<file path="src/rtl/dmem_pkg.sv">
// dmem_pkg
//   Shared definitions for the parametrised data memory:
//   - default parameter constants (width, depth, address width)
//   - FSM state enum (INIT / IDLE)
//   - init_word(): value written to word idx by the initialisation pass
package dmem_pkg;

  localparam int DMEM_DEF_DATA_W = 8;
  localparam int DMEM_DEF_DEPTH  = 32;
  localparam int DMEM_DEF_ADDR_W = 8;

  typedef enum logic {
    INIT,
    IDLE
  } dmem_state_e;

  // Lower half of the array holds its own index, upper half counts down
  // from 0 in two's complement (0, -1, -2, ...). The signed difference is
  // sign-extended to 64 bits and masked to data_w, which yields the same
  // low bits as a narrow signed computation followed by truncation.
  function automatic logic [63:0] init_word(input int idx, input int depth,
                                            input int data_w);
    int          v;
    logic [63:0] w;
    logic [63:0] mask;
    if (idx < depth / 2) v = idx;
    else                 v = depth / 2 - idx;
    w    = {{32{v[31]}}, v};
    mask = (data_w >= 64) ? '1 : ((64'd1 << data_w) - 64'd1);
    return w & mask;
  endfunction

endpackage

</file>
<file path="src/rtl/dmem_init_seq.sv">
// dmem_init_seq
//   Index counter and pattern generator for the initialisation pass.
//   Ports:
//     clk_i     clock
//     rst_ni    asynchronous active-low reset (counter back to 0)
//     active_i  high while the memory FSM is in INIT
//     we_o      write enable for the array during INIT
//     idx_o     word index being written this cycle
//     data_o    pattern value for idx_o
//     done_o    high in the cycle that writes the last word
module dmem_init_seq
  import dmem_pkg::*;
#(
  parameter int DATA_W = DMEM_DEF_DATA_W,
  parameter int DEPTH  = DMEM_DEF_DEPTH
) (
  input  logic                       clk_i,
  input  logic                       rst_ni,
  input  logic                       active_i,
  output logic                       we_o,
  output logic [$clog2(DEPTH)-1:0]   idx_o,
  output logic [DATA_W-1:0]          data_o,
  output logic                       done_o
);

  localparam int IDX_W = $clog2(DEPTH);

  logic [IDX_W-1:0] idx_q, idx_d;

  assign done_o = active_i && (idx_q == IDX_W'(DEPTH - 1));
  assign we_o   = active_i;
  assign idx_o  = idx_q;
  assign data_o = DATA_W'(init_word(int'(idx_q), DEPTH, DATA_W));

  // Counter parks at 0 outside INIT so a restarted pass always begins at word 0.
  always_comb begin
    idx_d = idx_q;
    if (!active_i || done_o) idx_d = '0;
    else                     idx_d = idx_q + IDX_W'(1);
  end

  // Index register.
  always_ff @(posedge clk_i or negedge rst_ni) begin
    if (!rst_ni) idx_q <= '0;
    else         idx_q <= idx_d;
  end

endmodule

</file>
<file path="src/rtl/param_data_memory.sv">
// param_data_memory
//   Parametrised synchronous data memory with a power-up/re-init pass that
//   loads a fixed pattern, registered read data with a valid strobe, and
//   out-of-range address detection.
//   Ports:
//     clk           clock, rising edge
//     RST           asynchronous active-low reset
//     memAddress    word address for read/write
//     memWriteData  write data
//     MemRead       read request
//     MemWrite      write request
//     InitReq       restart the initialisation pass (IDLE only, has priority)
//     memReadData   registered read data (holds between reads)
//     memReadValid  one-cycle strobe: memReadData updated
//     memBusy       high while the init pass runs; requests ignored
//     memAddrErr    one-cycle strobe: previous access was out of range
//   Configuration macro: DMEM_WR_FORWARD_EN (same-cycle read+write returns
//   memWriteData instead of the old contents).
module param_data_memory
  import dmem_pkg::*;
#(
  parameter int DATA_W = DMEM_DEF_DATA_W,
  parameter int DEPTH  = DMEM_DEF_DEPTH,
  parameter int ADDR_W = DMEM_DEF_ADDR_W
) (
  input  logic              clk,
  input  logic              RST,
  input  logic [ADDR_W-1:0] memAddress,
  input  logic [DATA_W-1:0] memWriteData,
  input  logic              MemRead,
  input  logic              MemWrite,
  input  logic              InitReq,
  output logic [DATA_W-1:0] memReadData,
  output logic              memReadValid,
  output logic              memBusy,
  output logic              memAddrErr
);

  localparam int IDX_W = $clog2(DEPTH);

  dmem_state_e       state_q;
  logic [DATA_W-1:0] memReadData_q;
  logic              memReadValid_q;
  logic              memBusy_q;
  logic              memAddrErr_q;

  logic [DATA_W-1:0] mem_q [DEPTH];

  logic              initWe;
  logic [IDX_W-1:0]  initIdx;
  logic [DATA_W-1:0] initData;
  logic              initDone;

  logic              inRange;
  logic [IDX_W-1:0]  memIdx;
  logic              accessOk;
  logic              rdFire;
  logic              accErr;
  logic              wrEn;
  logic [IDX_W-1:0]  wrIdx;
  logic [DATA_W-1:0] wrData;
  logic [DATA_W-1:0] rdData_d;

  dmem_init_seq #(
    .DATA_W (DATA_W),
    .DEPTH  (DEPTH)
  ) u_initSeq (
    .clk_i    (clk),
    .rst_ni   (RST),
    .active_i (state_q == INIT),
    .we_o     (initWe),
    .idx_o    (initIdx),
    .data_o   (initData),
    .done_o   (initDone)
  );

  // Compare the full address one bit wider than ADDR_W so DEPTH == 2^ADDR_W works.
  assign inRange  = {1'b0, memAddress} < (ADDR_W + 1)'(DEPTH);
  assign memIdx   = memAddress[IDX_W-1:0];
  assign accessOk = (state_q == IDLE) && !InitReq;
  assign rdFire   = accessOk && MemRead;
  assign accErr   = accessOk && (MemRead || MemWrite) && !inRange;

  // Array write port: the init sequencer owns it in INIT, the datapath in IDLE.
  always_comb begin
    wrEn   = 1'b0;
    wrIdx  = initIdx;
    wrData = initData;
    if (state_q == INIT) begin
      wrEn = initWe;
    end else if (accessOk && MemWrite && inRange) begin
      wrEn   = 1'b1;
      wrIdx  = memIdx;
      wrData = memWriteData;
    end
  end

  // Read data selection; out-of-range reads return zero.
  always_comb begin
    rdData_d = '0;
    if (inRange) begin
`ifdef DMEM_WR_FORWARD_EN
      if (MemWrite) rdData_d = memWriteData;
      else          rdData_d = mem_q[memIdx];
`else
      rdData_d = mem_q[memIdx];
`endif
    end
  end

  // Storage is deliberately not reset; only the init pass defines contents.
  always_ff @(posedge clk) begin
    if (wrEn) mem_q[wrIdx] <= wrData;
  end

  // FSM with registered outputs; strobes default low every cycle.
  always_ff @(posedge clk or negedge RST) begin
    if (!RST) begin
      state_q        <= INIT;
      memReadData_q  <= '0;
      memReadValid_q <= 1'b0;
      memAddrErr_q   <= 1'b0;
      memBusy_q      <= 1'b1;
    end else begin
      memReadValid_q <= 1'b0;
      memAddrErr_q   <= 1'b0;
      case (state_q)
        INIT: begin
          if (initDone) begin
            state_q   <= IDLE;
            memBusy_q <= 1'b0;
          end
        end
        IDLE: begin
          if (InitReq) begin
            state_q   <= INIT;
            memBusy_q <= 1'b1;
          end else begin
            memReadValid_q <= rdFire;
            memAddrErr_q   <= accErr;
            if (rdFire) memReadData_q <= rdData_d;
          end
        end
        default: begin
          state_q   <= INIT;
          memBusy_q <= 1'b1;
        end
      endcase
    end
  end

  assign memReadData  = memReadData_q;
  assign memReadValid = memReadValid_q;
  assign memBusy      = memBusy_q;
  assign memAddrErr   = memAddrErr_q;

endmodule

</file>
<file path="config.mk">
export PLATFORM = sky130hd
export DESIGN_NAME = param_data_memory
export DESIGN_NICKNAME = d
export VERILOG_FILES = /design/src/rtl/dmem_pkg.sv /design/src/rtl/dmem_init_seq.sv /design/src/rtl/param_data_memory.sv
export SDC_FILE = /design/constraint.sdc
export NUM_CORES = 1
export LEC_CHECK = 0
export ABC_AREA = 0
export CAP_MARGIN = 0
export CORE_UTILIZATION = 63
export CTS_CLUSTER_DIAMETER = 30
export DETAILED_ROUTE_END_ITERATION = 10
export DONT_BUFFER_PORTS = 1
export GPL_TIMING_DRIVEN = 0
export PLACE_DENSITY_LB_ADDON = 0.3
export REMOVE_ABC_BUFFERS = 1
export SYNTH_ARGS = -nofsm -noshare
export SYNTH_HDL_FRONTEND = slang
export SYNTH_SLANG_ARGS = --single-unit
</file>
<file path="constraint.sdc">
create_clock -name clk -period 3.8 [get_ports clk]
set_clock_uncertainty 0.05 [all_clocks]
set_input_delay 0.57 -clock clk [delete_from_list [all_inputs] [get_ports clk]]
set_output_delay 0.57 -clock clk [all_outputs]
set_load 0.01 [all_outputs]
</file>
==> impl_metrics.py <==
# Synthesis and PnR figures
metrics = {
    "run_status": {
        "outcome": "finished clean",
    },
    "worst_setup_path": {
        "startpoint": "state_q$_DFF_PN0_",
        "rr_startpoint": "state_q$_DFF_PN0_",
        "cp_num_cells": 5,
        "cp_slowest_stage_delay_ns": 0.80,
        "crit_required_ns": 3.88,
        "critPathTopFamily": "simple AND/OR/NAND/NOR gates",
        "crit_type": "reg2reg",
        "start_kind": "register",
        "worstReg2RegEnd": "mem_q[12][0]$_DFFE_PP_",
        "worstSetupEndpoint": "mem_q[12][0]$_DFFE_PP_",
        "cp_slowest_cell": "a21oi_1",
        "crit_chain": "nor2b_1, and3_1, o21ai_0, or2_2, a21oi_1",
        "cp_num_buf_inv": 0,
        "r2r_slack_ns": 0.21,
        "arrival_ns": 3.67,
        "cp-end-kind": "register",
        "cp_max_fo": 21,
    },
    "logic_synthesis": {
        "netlist_area_um2": 11200,
        "synth_flops": 273,
        "ys_sh_aoi_pct": 6.91,
        "simple_gate_share_pct": 4.30,
        "logic_family": "multiplexers",
        "synth_seq_share_pct": 72.4,
        "syn_inst": 645,
        "yosysTopAreaCell": "edfxtp_1",
        "ys_sh_mux_pct": 13.3,
        "synth.top_cells.by_count": "edfxtp_1 (256), mux2i_1 (66), nor2_1 (46), a21oi_1 (33), mux4_2 (27)",
        "top_cell": "edfxtp_1",
        "ys_cells": 645,
        "edf_count": 256,
        "yosys_area_um2": 11200,
        "xor_area_share_pct": 0.234,
        "synth_area_per_cell_um2": 17.4,
        "synth.distinct_cells": 46,
        "yosysWarnings": 0,
        "synthFlopType": "edfxtp_1",
        "synthAdderAreaFrac_pct": 0.446,
    },
    "clocking": {
        "clock_path_buffers": 3,
        "postCtsSetupBuffers": 0,
        "clkTransAtPathRegs_ns": 0.05,
        "cts_resized": 0,
        "clock-sinks": 273,
        "postCtsHoldBufs": 1,
        "root_buffer": "clkbuf_16",
        "htreeDepth": 2,
        "cts_buffers": 43,
        "cts_tree": "done",
    },
    "die": {
        "die_height_um": 135,
        "num_io_pins": 32,
        "tap_cells": 225,
        "fp_util_pct": 64.6,
        "chipArea_um2": 18300,
        "fp-row-count": 48,
    },
    "global_route": {
        "antenna_found_initial": 0,
        "use_met2_pct": 44.3,
        "use_met3_pct": 6.32,
        "grt-ovfl-total": 0,
        "grt_pass1_wl_um": 36100,
        "grt_start_max_net_pins": 103,
        "grt.busiest_layer": "met2",
        "grt_pass1_vias": 6163,
        "gr-usage-all-layers_pct": 27.5,
    },
    "detailed_routing": {
        "ant_nets": 0,
        "first_pass_iters": 6,
        "dr_wl_met2_um": 11600,
        "vias": 5989,
        "top_layer": "met4",
        "wl_um": 23500,
        "wirelength_met1_um": 9190,
        "routed_via_density": 6.53,
        "met3WireLength_um": 1900,
    },
    "final_layout": {
        "area_growth_pct": 14.1,
        "buffers": 6,
        "buffer_area_share_pct": 0.763,
        "largest_register_ffs": 256,
        "design_area_um2": 12800,
        "fillers": 963,
        "lay_top_cells": "edfxtp_1 (256), mux2i_1 (66), nor2_1 (46)",
        "nClkBuffers": 48,
        "seq_cell_count": 273,
        "top_register": "mem_q",
        "clock_area_share_pct": 11.1,
        "comb_area_um2": 2850,
        "layout-drive-gt1-share_pct": 18.4,
        "logic_gate_count": 326,
        "largest_cell_class": "flip-flops and latches",
        "diodes": 0,
    },
    "sta": {
        "tightest_slew_ns": 1.39,
        "setup_viol_count_final": 0,
        "relSlewSlack_pct": 7.09,
        "post-route-period-util_pct": 94.4,
        "min_period_ns": 3.59,
        "final_max_slew_viol_count": 0,
        "fmax_ghz": 0.279,
        "tns_ns": 0,
        "hold_viol_final": 0,
        "rsz0062_at_grt": "no",
        "holdWs_ns": 0.0862,
    },
    "pwr": {
        "sw_frac_of_total_pct": 27.1,
        "ir_drop_mv": 0.615,
        "p_comb_share_pct": 15.1,
        "p_seq_share_pct": 45.6,
        "power.switching_uw": 2590,
        "leakagePower_uw": 0.00442,
        "power_leader": "registers",
        "p_int_uw": 6950,
        "p_comb_uw": 1440,
        "powerDensity_nw_per_um2": 746,
    },
    "worst_hold_path": {
        "hold_end": "state_q$_DFF_PN0_",
        "min_path_type": "in2reg",
        "hp-start": "InitReq",
        "hold_path_depth": 1,
    },
    "place": {
        "place_congestion": 0.908,
        "io_buffer_count": 0,
        "dp_slack_ns": 0.250,
        "placedCellCount": 836,
        "dpl_cell_area_um2": 11400,
        "hpwl_um": 14000,
    },
    "run": {
        "maxCapViolations": 0,
        "warnings": 28,
    },
}
==> images/logic_types.png <==
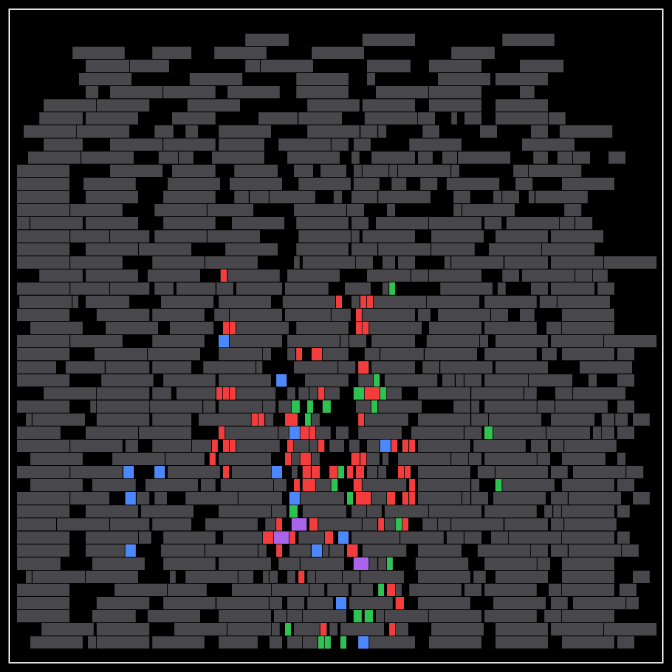
Key: blue = and/or cells [cells 14]; purple = xor and xnor cells [cells 3]; green = nand cells [cells 24]; red = nor cells [cells 67]
tally of non-filler cells in the final layout: 917
Commonest Layout Cell: edfxtp_1
combinational share of cell area: 22.3%

==> images/flops_by_reg.png <==
The bar under the picture is 50 µm long. Other sequential cells in the stronger grey, the rest of the logic in the fainter grey.
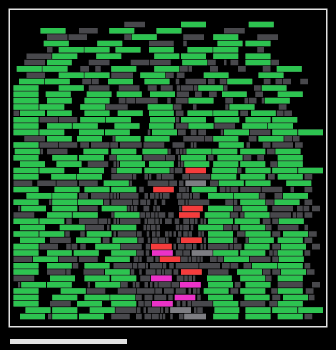
Key: red = memReadData [placed flops 8]; magenta = u_initSeq.idx_o [placed flops 5, where bottom centre]; green = mem_q [placed flops 256, where spread over the die]
Another 4 sequential cells are not coloured.
Finished Core Util: 73.7%
P_seq: 4350 µW
Reg area: 8110 µm²
Seq area share: 63.5%

==> images/congestion.png <==
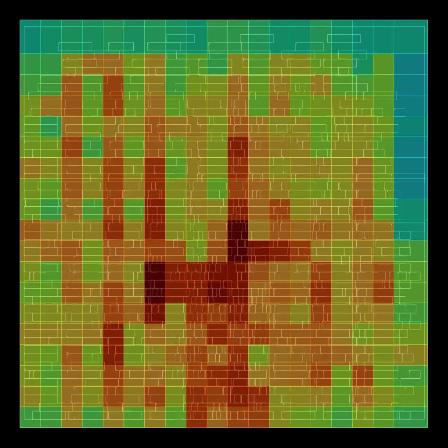
grt met1 use: 36.4%
drt wl/cell: 25.6 µm

==> images/clk_routes.png <==
The bar under the picture is 50 µm long.
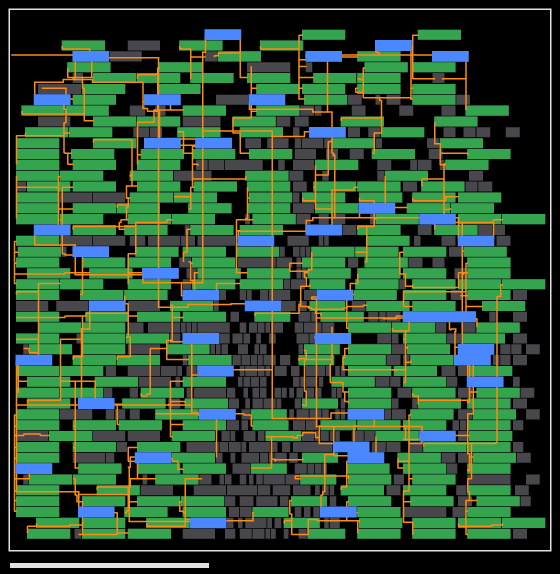
Key: orange = clock wires [length 3090 µm]; green = flip-flops [count 273]; blue = clock drivers [count 43]
Position of the flops: spread over the die. There are 44 routed clock nets.
clk pwr: 3750 µW
Worst-Skew Late Latency: 0.52 ns
Clock power frac: 39.3%

Power figures rest on the tool's default switching activity, not on a simulated workload.
